==> config.mk <==
export PLATFORM = sky130hd
export DESIGN_NAME = level_runner_flat
export DESIGN_NICKNAME = d
export VERILOG_FILES = /design/src/rtl/level_pkg.sv /design/src/rtl/level_runner_if.sv /design/src/rtl/frame_counter.sv /design/src/rtl/level_runner.sv /design/src/flat_wrapper.sv
export SDC_FILE = /design/constraint.sdc
export NUM_CORES = 1
export LEC_CHECK = 0
export CAP_MARGIN = 20
export CORE_UTILIZATION = 67
export CTS_BUF_LIST = sky130_fd_sc_hd__clkbuf_4 sky130_fd_sc_hd__clkbuf_8 sky130_fd_sc_hd__clkbuf_16
export DETAILED_ROUTE_END_ITERATION = 6
export DONT_BUFFER_PORTS = 1
export PLACE_DENSITY = 0.9
export SLEW_MARGIN = 5
export SYNTH_ARGS = -nofsm -noshare
export SYNTH_HDL_FRONTEND = slang
export SYNTH_HIERARCHICAL = 1
export SYNTH_SLANG_ARGS = --single-unit
==> constraint.sdc <==
create_clock -name Clk -period 3.6 [get_ports Clk]
set_clock_uncertainty 0.1 [all_clocks]
set_input_delay 0.72 -clock Clk [delete_from_list [all_inputs] [get_ports Clk]]
set_output_delay 0.72 -clock Clk [all_outputs]
set_load 0.01 [all_outputs]
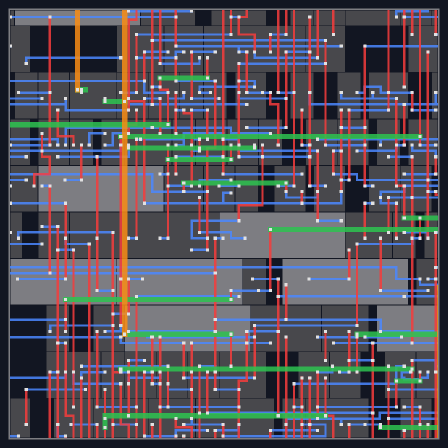
(close-up of the layout)
Region (14, 14) to (39, 39) µm. Cells in grey, sequential cells in the stronger grey; small squares are vias.
Key: blue = metal 1; orange = metal 4; red = metal 2; green = metal 3
Most frequent: nor2_1 (10), a21oi_1 (10), o21ai_0 (7). 72 logic cells have their middle in the window. Sequential cells in the window: 6.

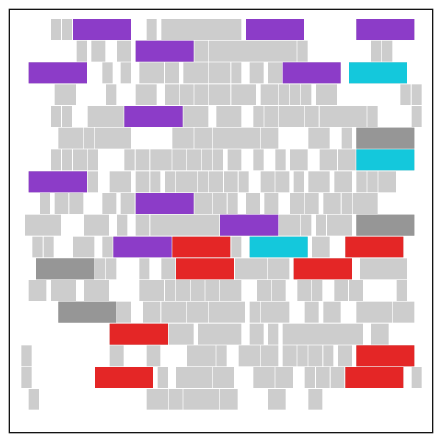
(where the registers sit)
(8 px per µm)
Key: red = u_core/bus.score [placed flops 8]; cyan = u_core/bus.phase [placed flops 3]; purple = u_core/u_intro_cnt/count [placed flops 11]
Another 4 sequential cells are not coloured.
post-layout util: 71.9%
fraction of area in registers: 29.5%
Sequential cell area: 520 µm²

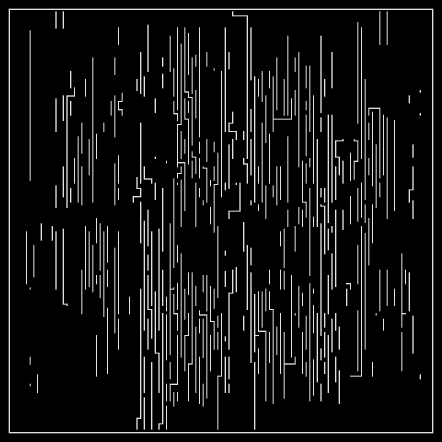
(M2 wires)
(8 px per µm)
The layer carries 1,650 µm of wire. The wires run mostly vertical. The layer holds 47% of the routed length. 197 nets have wire on it. The longest straight run is 18.7 µm.
final WL: 3520 µm
GR Layer Usage met2: 42.0%
routed vias: 1,509

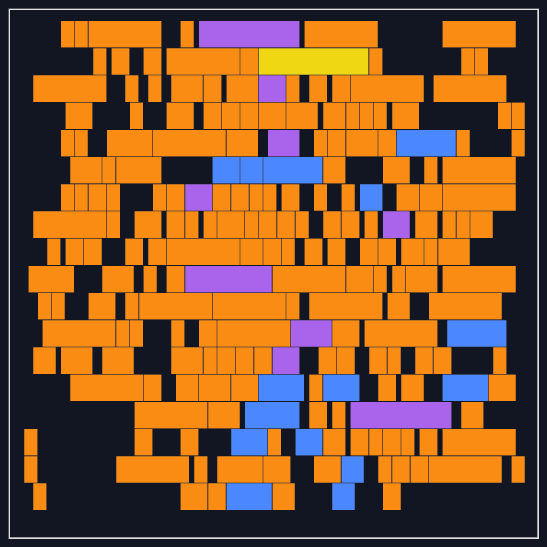
(cell sizes after repair)
(10 px per µm)
Key: blue = _2 cells [cells 15]; yellow = _6 and larger [cells 1, most used bufinv_16]; orange = _0 and _1 cells [cells 192, most used dfxtp_1]; purple = _3 and _4 cells [cells 9, most used clkbuf_4]
post-layout instance area: 1770 µm²
Area growth, synth to finish: 2.32%
final setup margin: 1.16 ns

==> ci_impl_report.md <==
### Yosys + OpenROAD results

| Metric | Value |
|---|---|
| First-pass GRT wire length | `~5600 µm` |
| Cell Pwr Density | `around 340 nW/µm²` |
| Vias in the first global route | `roughly 1.2k` |
| Hold depth | `1` |
| Post-synth top flop | `dfxtp_1` |
| WP buf/inv | `0` |
| Pin count of the biggest net entering global routing | `17` |
| Final count of negative-setup-slack endpoints | `0` |
| Initial antenna violation count | `0` |
| Max_cap viols | `0` |
| Place WS | `a little under 1 ns` |
| Met2 WL | `around 1600 µm` |
| GP Congestion | `around 0.83` |
| CP Launch Type | `flip-flop` |
| Worst Max-Slew Pin Slew | `about 0.61 ns` |
| Placed Area | `1710 µm²` |
| Clock sinks | `26` |
| RSZ-0062 raised after global routing | `no` |
| Die area | `~2800 µm²` |
| Non-Filler Instances | `between 200 and 250` |
| Synth warnings | `6` |
| Tot Pwr | `between 600 and 700 µW` |
| Std-Cell Rows | `18` |
| Ys async rst share | `0%` |
| Status | `finished, final reports clean` |
| Met3 wire len | `240 µm` |
| Number of enable flip-flop cells | `0` |
| Min-delay worst type | `in2reg` |
| Top cell excl fill/tap | `dfxtp_1` |
| DRT iter0 DRCs | `between 50 and 60` |
| Port Buffers | `0` |
| Grt peak-use layer | `met2` |
| Die X | `between 50 and 60 µm` |
| Hpwl dp | `around 2600 µm` |
| Tool Warnings | `27` |
| Pre-Place Util | `between 70% and 80%` |
| Number of CTS-inserted buffers | `3` |
| Mean area per synthesized cell | `8.22 µm²` |
| Tcrit/Tclk final | `67.9%` |
| Most frequent cells in the layout | `dfxtp_1, a21oi_1, conb_1` |
| Core area | `~2500 µm²` |
| Crit. End Element | `flip-flop` |
| Seq share, synth | `a little under a third` |
| Top Layer Used | `met4` |
| Setup TNS | `0 ns` |
| Die Y | `~53 µm` |
| Latency at later pin | `0.33 ns` |
| DRC Markers | `0` |
| Fin crit period | `approximately 2.4 ns` |
| Hold-fix buffers at CTS | `0` |
| Placed cell count | `around 240` |
| Layout cell share with drive strength beyond 1 | `a little under an eighth` |
| DRT met1 WL | `~1600 µm` |
| Clock-pin slew on the worst setup and hold paths | `0.15 ns` |
| Critical-path maximum fanout | `6` |
| Vias per inst | `6.11` |
| TritonCTS clock tree | `yes` |
| Critical setup path kind | `reg2reg` |
| Met3 usage | `under 10%` |
| Chip Area, Yosys | `between 1500 and 2000 µm²` |
| F_max | `just over 0.4 GHz` |
| Total GRT Usage | `26.9%` |
| Synthesized area | `~1700 µm²` |
| Drt wl/cell | `around 14 µm` |
| Max FFs per register | `11` |
| Slack of the worst reg-to-reg path | `1.16 ns` |
| Layout fillers | `approximately 190` |
| Slowest stage delay, CP | `approximately 0.54 ns` |
| Clock Path Buffers | `2` |
| N_diodes | `0` |
| Multi-input logic area | `between 1000 and 1500 µm²` |
| Met1 Use GR | `37.4%` |
| Layout Nets | `228` |
| CP Cell Sequence | `nand2b_1 -> nor3_1 -> nor4b_4 -> nand2_2 -> a2111oi_4 -> xnor2_1 -> a21oi_1` |
| DRT Pass-1 Iters | `4` |
| Root buffer cell | `clkbuf_4` |
| Crit path depth | `7` |
| Post-CTS Setup Inserts | `0` |
| CP delay by family, top | `simple AND/OR/NAND/NOR gates` |
| Critical path's slowest cell | `nor3_1` |
| Hold Fails Final Rpt | `0` |
| Worst Reg-to-Reg Cells | `7` |
| Worst path arrival time | `about 2.6 ns` |
| Ys cells | `roughly 210` |
| Detail Route Antenna Nets | `0` |
| Rel. slew slack | `between 50% and 60%` |
| Peak supply drop | `roughly 280 µV` |
| Hold WS | `about 0.33 ns` |
| Worst EP required | `roughly 3.7 ns` |
| Final slew viol count | `0` |
| Io pins | `32` |
| Distinct lib cells | `roughly 50` |
| Post-cts resize count | `0` |
| Post-Synthesis Cells | `~210` |
| Grt total ovfl | `0` |
| Leakage Power | `around 0.62 nW` |
| Post-synth regs | `26` |
| CTS H-tree depth | `1` |
[cells by family after synthesis]
| logic type | after synthesis | share of synthesized area, % |
|---|---|---|
| adders and majority gates | 4 | 2.90 |
| xor gates and xnor gates | 6 | 3.05 |
| buffers and inverters | 27 | 9.64 |
| other | 2 | 0.435 |
| AOI/OAI and AO/OA | 63 | 27.0 |
| DFF | 26 | 30.2 |
| and+or+nand+nor | 82 | 26.8 |
[area by class of cell]
class,count,share of cell area [%]
tap,30,2.13
sequential,26,29.5
clock inverter,1,1.70
inverter,9,1.91
multi-input combinational,177,63.1
timing repair buffer,1,0.425
clock buffer,3,1.28
[power breakdown]
part | switching (mW) | leakage [nW] | total, mW | internal, mW
clock network | 0.0919 | 0.0279 | 0.205 | 0.113
registers | 0.0151 | 0.212 | 0.313 | 0.298
logic | 0.0526 | 0.381 | 0.0825 | 0.0299
[worst reg2reg max path: cells and delay by family, from the launching register on]
kind,cells,cell delay (ns)
and+or+nand+nor,4,1.26
AOI/OAI and AO/OA,2,0.42
DFF,1,0.40
xor gates and xnor gates,1,0.15
[Yosys cell counts, types with 2 or more instances]
master,number,area [µm²]
a211oi_1,5,37.5
a21oi_1,22,110
a311oi_1,2,17.5
a31oi_1,2,12.5
a41oi_2,2,32.5
and3_2,2,15.0
buf_4,11,82.6
buf_6,3,33.8
clkbuf_1,3,11.3
conb_1,2,7.51
dfxtp_1,26,521
ha_1,4,50.1
inv_1,9,33.8
nand2_1,14,52.6
nand2b_1,4,25.0
nand3_1,3,15.0
nand4_1,5,31.3
nand4_2,2,25.0
nand4b_1,2,17.5
nor2_1,21,78.8
nor2b_1,3,18.8
nor3_1,13,65.1
o21a_1,4,30.0
o21ai_0,13,65.1
o31ai_1,2,15.0
or2_2,2,12.5
xnor2_1,6,52.6
Power and IR drop assume default switching activity.
